File: src/rtl/uart_loopback_top.sv
// 8N1 UART transmitter and receiver with the TX line looped back internally to the RX input.
// Both bit timers are down-counters that reload on terminal count.
//
// state   | meaning (TX / RX)
// S_IDLE  | line idle high; TX waits for tx_start, RX waits for a low line
// S_START | start bit; TX drives 0, RX confirms the start bit at mid-bit
// S_DATA  | 8 data bits, LSB first
// S_STOP  | stop bit; TX pulses tx_done at its end, RX checks for 1 and posts the byte
module uart_loopback_top #(
    parameter int CLK_FREQ  = 50_000_000,
    parameter int BAUD_RATE = 115200
) (
    input  logic       clk,
    input  logic       rst,
    input  logic       tx_start,
    input  logic [7:0] tx_data,
    output logic [7:0] rx_data,
    output logic       tx_done,
    output logic       rx_done
);
    localparam int CLKS_PER_BIT = CLK_FREQ / BAUD_RATE;
    localparam int CW = $clog2(CLKS_PER_BIT);
    localparam logic [CW-1:0] BIT_LOAD  = CW'(CLKS_PER_BIT - 1);
    localparam logic [CW-1:0] HALF_LOAD = CW'(CLKS_PER_BIT / 2 - 1);

    typedef enum logic [1:0] {S_IDLE, S_START, S_DATA, S_STOP} state_t;

    state_t          tx_state, tx_next;
    logic [CW-1:0]   tx_cnt;
    logic [2:0]      tx_bit;
    logic [7:0]      tx_shift;
    logic            tx_tc;
    logic            tx_line;

    state_t          rx_state, rx_next;
    logic [CW-1:0]   rx_cnt;
    logic [2:0]      rx_bit;
    logic [7:0]      rx_shift;
    logic            rx_tc;
    logic            rx_sync1, rx_sync2;
    logic            rx_done_q;

    assign tx_tc = (tx_cnt == '0);
    assign rx_tc = (rx_cnt == '0);

    // ---------------- transmitter ----------------
    always_ff @(posedge clk) begin
        if (rst) begin
            tx_state <= S_IDLE;
            tx_cnt   <= '0;
            tx_bit   <= '0;
            tx_shift <= '0;
        end else begin
            tx_state <= tx_next;
            case (tx_state)
                S_IDLE: begin
                    if (tx_start) begin
                        tx_shift <= tx_data;
                        tx_cnt   <= BIT_LOAD;
                        tx_bit   <= '0;
                    end
                end
                S_START: tx_cnt <= tx_tc ? BIT_LOAD : tx_cnt - 1'b1;
                S_DATA: begin
                    if (tx_tc) begin
                        tx_cnt   <= BIT_LOAD;
                        tx_shift <= tx_shift >> 1;
                        tx_bit   <= tx_bit + 3'd1;
                    end else begin
                        tx_cnt <= tx_cnt - 1'b1;
                    end
                end
                S_STOP: if (!tx_tc) tx_cnt <= tx_cnt - 1'b1;
                default: ;
            endcase
        end
    end

    always_comb begin
        tx_next = tx_state;
        case (tx_state)
            S_IDLE:  if (tx_start) tx_next = S_START;
            S_START: if (tx_tc) tx_next = S_DATA;
            S_DATA:  if (tx_tc && tx_bit == 3'd7) tx_next = S_STOP;
            S_STOP:  if (tx_tc) tx_next = S_IDLE;
            default: tx_next = S_IDLE;
        endcase
    end

    always_comb begin
        tx_line = 1'b1;
        case (tx_state)
            S_START: tx_line = 1'b0;
            S_DATA:  tx_line = tx_shift[0];
            default: tx_line = 1'b1;
        endcase
        tx_done = (tx_state == S_STOP) && tx_tc && !rst;
    end

    // ---------------- receiver ----------------
    // Sync flops reset high so a reset never looks like a start bit.
    always_ff @(posedge clk) begin
        if (rst) begin
            rx_sync1  <= 1'b1;
            rx_sync2  <= 1'b1;
            rx_state  <= S_IDLE;
            rx_cnt    <= '0;
            rx_bit    <= '0;
            rx_shift  <= '0;
            rx_data   <= '0;
            rx_done_q <= 1'b0;
        end else begin
            rx_sync1  <= tx_line;
            rx_sync2  <= rx_sync1;
            rx_state  <= rx_next;
            rx_done_q <= 1'b0;
            case (rx_state)
                S_IDLE: begin
                    if (!rx_sync2) begin
                        rx_cnt <= HALF_LOAD;
                        rx_bit <= '0;
                    end
                end
                S_START: rx_cnt <= rx_tc ? BIT_LOAD : rx_cnt - 1'b1;
                S_DATA: begin
                    if (rx_tc) begin
                        rx_cnt   <= BIT_LOAD;
                        rx_shift <= {rx_sync2, rx_shift[7:1]};
                        rx_bit   <= rx_bit + 3'd1;
                    end else begin
                        rx_cnt <= rx_cnt - 1'b1;
                    end
                end
                S_STOP: begin
                    if (rx_tc) begin
                        if (rx_sync2) begin
                            rx_data   <= rx_shift;
                            rx_done_q <= 1'b1;
                        end
                    end else begin
                        rx_cnt <= rx_cnt - 1'b1;
                    end
                end
                default: ;
            endcase
        end
    end

    always_comb begin
        rx_next = rx_state;
        case (rx_state)
            S_IDLE:  if (!rx_sync2) rx_next = S_START;
            S_START: if (rx_tc) rx_next = rx_sync2 ? S_IDLE : S_DATA;
            S_DATA:  if (rx_tc && rx_bit == 3'd7) rx_next = S_STOP;
            S_STOP:  if (rx_tc) rx_next = S_IDLE;
            default: rx_next = S_IDLE;
        endcase
    end

    always_comb begin
        rx_done = rx_done_q && !rst;
    end

endmodule

File: config.mk
export PLATFORM = sky130hd
export DESIGN_NAME = uart_loopback_top
export DESIGN_NICKNAME = d
export VERILOG_FILES = /design/src/rtl/uart_loopback_top.sv
export SDC_FILE = /design/constraint.sdc
export NUM_CORES = 1
export LEC_CHECK = 0
export CORE_MARGIN = 4
export CORE_UTILIZATION = 60
export CTS_CLUSTER_SIZE = 24
export DETAILED_ROUTE_END_ITERATION = 8
export DONT_BUFFER_PORTS = 1
export PLACE_DENSITY = 0.85
export SETUP_SLACK_MARGIN = 0.1
export SLEW_MARGIN = 25
export SYNTH_ARGS = -nofsm -noshare
export SYNTH_HDL_FRONTEND = slang
export SYNTH_SLANG_ARGS = --single-unit
File: constraint.sdc
create_clock -name clk -period 4.1 [get_ports clk]
set_input_delay 0.82 -clock clk [delete_from_list [all_inputs] [get_ports clk]]
set_output_delay 0.82 -clock clk [all_outputs]
set_load 0.01 [all_outputs]
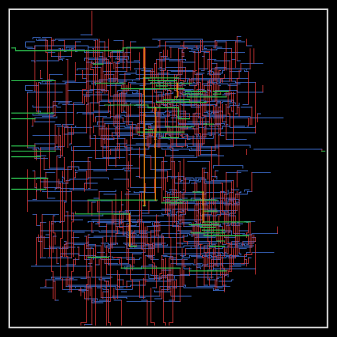
Run 1: signal wires by layer
Scale: 4 px per um.
legend:
  green:
    layer: metal 3
    wire_length: 393 um
  blue:
    layer: metal 1
    wire_length: 2900 um
  orange:
    layer: metal 4
    wire_length: 81.6 um
  red:
    layer: metal 2
    wire_length: 2860 um
Total Routed Length: 6230 um
WL per Instance: 15.5 um
total track usage: 0.208

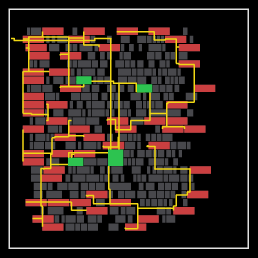
Run 1: routed clock nets over the placement
Scale: 3 px per um.
legend:
  green:
    item: clock drivers
    count: 5
  red:
    item: flip-flops
    count: 55
  yellow:
    item: clock wires
    length: 616 um
flops lie: widely spread
routed clock nets: 6
Clock Power Share: 0.189
P_clk: 363 uW
Clock Skews: 0.00591 ns
clk_lat worst skew: 0.31 ns

==> impl_metrics.py, run 1 <==
# Flow results
metrics = {
    "detailed_routing": {
        "vias_per_cell": 6.55,
        "maxUsedRoutingLayer": "met4",
        "num_vias": 2627,
        "wl_met2_um": 2860,
        "wl_met3_um": 392,
    },
    "floorplanning": {
        "rows": 25,
    },
    "synthesis": {
        "mux_share": 0.0893,
        "syn-instance-count": 348,
        "yosys.area_share.simple": 0.200,
        "synth_cell_types": 65,
        "ys_seq_share": 0.362,
        "synth-main-ff-cell": "dfxtp_1",
        "top_area_cell": "dfxtp_1",
    },
    "finish": {
        "largest_cell_class": "multi-input combinational cells",
        "instances_no_fill": 401,
        "final_area_um2": 3120,
        "fillerInstances": 402,
        "final_core_util": 0.648,
        "antenna_cells": 0,
        "layout.area.comb_um2": 1760,
    },
    "cts": {
        "h-tree-depth": 2,
        "cts-resized-gates": 0,
        "post_cts_buffers": 0,
        "cts-root-buf": "clkbuf_8",
    },
    "setup_path": {
        "setup.worst_path.class": "reg -> out",
        "reg2reg_to": "rx_data[4]",
        "reg2reg_slack_ns": 1.52,
        "critical_path.max_stage_delay_ns": 0.52,
        "worst-path-max-fanout": 6,
    },
    "power": {
        "p_sw_frac": 0.416,
        "p_sw_uw": 801,
        "power.density_nw_per_um2": 616,
    },
    "timing": {
        "fin_crit_ns": 2.80,
        "max_freq_mhz": 357,
        "worst_pin_slew_ns": 1.06,
    },
    "grt": {
        "grt_pass1_wl_um": 10700,
        "antenna_found_initial": 0,
    },
    "status": {
        "outcome": "finished, final reports clean",
    },
    "placed_design": {
        "placed_cells": 393,
    },
}
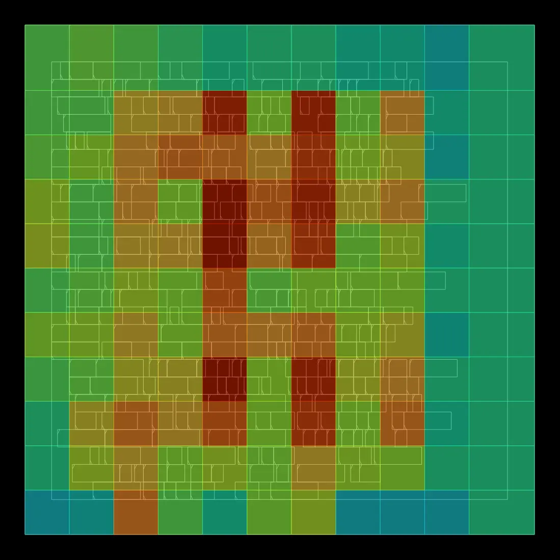
Run 1: routing congestion map
met2 Track Usage GR: 0.335
GRT Max-Usage Layer: met2
met3 Use GR: 0.0454
grt met1 use: 0.272

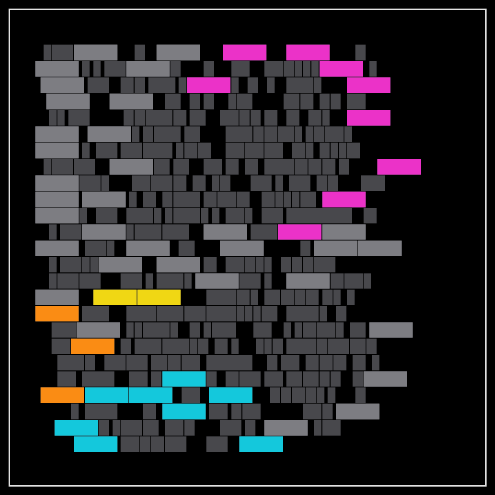
Run 1: sequential cells coloured by netlist name
Scale: 6 px per um. Other sequential cells in the stronger grey, the rest of the logic in the fainter grey.
legend:
  orange:
    netlist_name: tx_bit
    flops: 3
  cyan:
    netlist_name: tx_shift
    flops: 8
  yellow:
    netlist_name: tx_state
    flops: 2
  magenta:
    netlist_name: rx_cnt
    flops: 9

==> run 2: changes to the inputs <==
Settings changed: CORE_UTILIZATION 60 to 57, PLACE_DENSITY 0.85 to 0.84.
Clock period 4.1 ns to 2.3 ns, I/O delays scaled along.
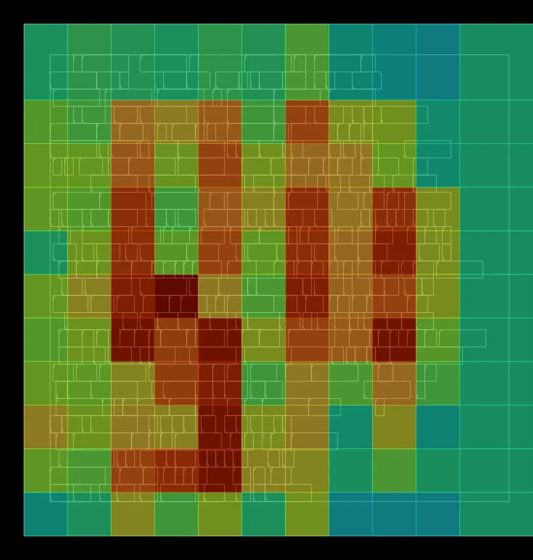
Run 2: routing congestion map
met2 Track Usage GR: 0.381
total track usage: 0.229
met3 Use GR: 0.0443
grt met1 use: 0.281
Final Util: 0.648

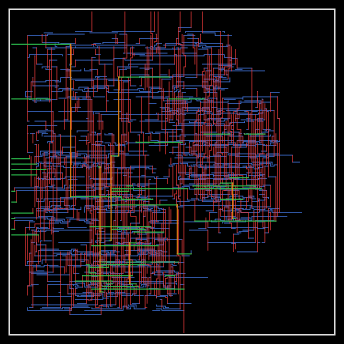
Run 2: signal wires by layer
Scale: 4 px per um.
legend:
  orange:
    layer: metal 4
    wire_length: 141 um
  blue:
    layer: metal 1
    wire_length: 3040 um
  red:
    layer: metal 2
    wire_length: 3410 um
  green:
    layer: metal 3
    wire_length: 388 um
Total Routed Length: 6980 um
vias: 2681

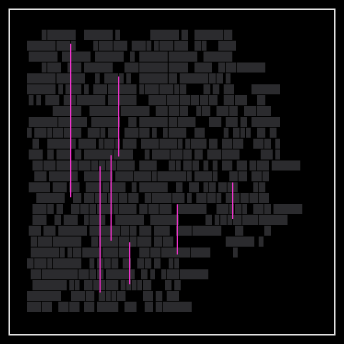
Run 2: M4 wires
Scale: 4 px per um. Cells faint in the background.
longest straight run: 38.1 um
wire length on this layer: 141 um
share of all routed wire: 2.0%
main direction: vertical

==> run 2 against run 1 <==
Die size grew 4.7%; worst hold slack worse by 0.22 ns; final area rose by 6.7%; power is 96% higher; cell count increased by 6.5%; combinational power up 120%; sequential share of layout area shrank 2.0 points; clock power up 62%; synthesized cell count did not move; first-iteration DRC count shrank 51%; area after synthesis did not move; critical endpoint unchanged; largest cell class unchanged; highest routed layer unchanged.
==> impl_metrics.py, run 2 <==
# Flow results
metrics = {
    "synthesis": {
        "yosys.area_share.simple": 0.200,
        "syn-instance-count": 348,
        "ys_seq_share": 0.362,
        "top_area_cell": "dfxtp_1",
        "synth_cell_types": 65,
    },
    "grt": {
        "antenna_found_initial": 0,
        "grt_pass1_wl_um": 12000,
        "grt-busiest-layer": "met2",
    },
    "placed_design": {
        "placed_cells": 411,
    },
    "timing": {
        "fin_worst_skew_ns": 0.00537,
        "worst_pin_slew_ns": 0.826,
        "max_freq_mhz": 463,
        "fin_crit_ns": 2.16,
    },
    "detailed_routing": {
        "wl_met2_um": 3410,
        "maxUsedRoutingLayer": "met4",
        "vias_per_cell": 6.28,
        "post_drt_wl_per_cell_um": 16.4,
        "wl_met3_um": 387,
    },
    "power": {
        "p_sw_uw": 1600,
        "clkPwrFrac": 0.156,
        "power.density_nw_per_um2": 1130,
        "powerClk_uw": 587,
        "p_sw_frac": 0.424,
    },
    "cts": {
        "h-tree-depth": 2,
        "clkLatencyLatePin_ns": 0.32,
        "post_cts_buffers": 2,
        "cts-root-buf": "clkbuf_8",
    },
    "setup_path": {
        "worst-path-max-fanout": 3,
        "reg2reg_to": "tx_shift[6]",
        "setup.worst_path.class": "reg -> out",
        "reg2reg_slack_ns": 0.25,
    },
    "finish": {
        "largest_cell_class": "multi-input combinational cells",
        "fillerInstances": 438,
        "instances_no_fill": 427,
        "antenna_cells": 0,
        "layout.area.comb_um2": 1790,
    },
    "status": {
        "outcome": "finished, final reports clean",
    },
}
==> run 3: changes to the inputs <==
Settings changed: CORE_MARGIN 4 to 2, TNS_END_PERCENT from default to 30.
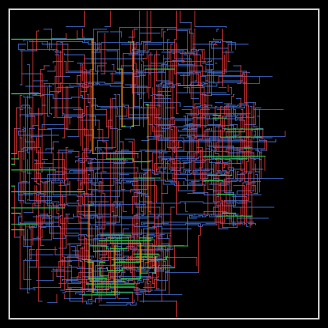
Run 3: signal wires by layer
Scale: 4 px per um.
legend:
  red:
    layer: metal 2
    wire_length: 3540 um
  green:
    layer: metal 3
    wire_length: 408 um
  blue:
    layer: metal 1
    wire_length: 3010 um
  orange:
    layer: metal 4
    wire_length: 154 um
Total Routed Length: 7120 um
total track usage: 0.242
WL per Instance: 16.8 um
vias: 2717

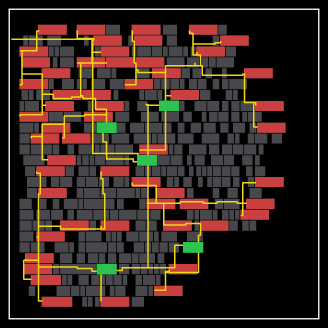
Run 3: routed clock nets over the placement
Scale: 4 px per um.
legend:
  red:
    item: flip-flops
    count: 55
  green:
    item: clock drivers
    count: 5
  yellow:
    item: clock wires
    length: 608 um
flops lie: widely spread
routed clock nets: 6

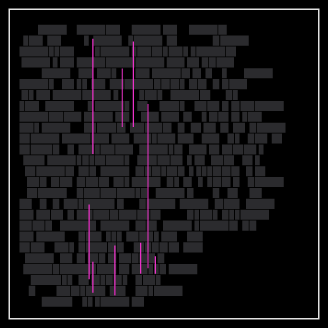
Run 3: M4 wires
Scale: 4 px per um. Cells faint in the background.
wire length on this layer: 154 um
main direction: vertical
share of all routed wire: 2.2%
nets with wire on the layer: 9

==> run 3 against run 2 <==
Sequential share of layout area increased by 0.21 points; largest cell class unchanged; setup slack got worse by 0.042 ns; sequential cell count unchanged; worst hold slack lost 0.0032 ns; first-iteration DRC count up 5.1%; register-to-register slack worse by 0.11 ns; clock-buffer cell count unchanged; critical path type unchanged; cell count decreased by 0.94%; sequential power about the same.
==> impl_metrics.py, run 3 <==
# Flow results
metrics = {
    "synthesis": {
        "mux_share": 0.0893,
        "synth_cell_types": 65,
        "ys_seq_share": 0.362,
    },
    "finish": {
        "final_area_um2": 3290,
        "layout.area.comb_um2": 1790,
        "fillerInstances": 426,
        "antenna_cells": 0,
    },
    "cts": {
        "cts-root-buf": "clkbuf_8",
        "clkLatencyLatePin_ns": 0.32,
        "post_cts_buffers": 2,
    },
    "power": {
        "p_sw_frac": 0.428,
        "power.density_nw_per_um2": 1140,
        "p_sw_uw": 1610,
        "powerClk_uw": 597,
    },
    "detailed_routing": {
        "wl_met3_um": 408,
        "maxUsedRoutingLayer": "met4",
    },
    "grt": {
        "antenna_found_initial": 0,
        "use_met3": 0.0482,
        "grt_util_met1": 0.304,
        "grt_util_met2": 0.397,
    },
    "setup_path": {
        "reg2reg_slack_ns": 0.14,
        "worst-path-max-fanout": 6,
    },
    "status": {
        "outcome": "finished, final reports clean",
    },
}
No activity file was given, so power comes from the tool's default toggle rates.
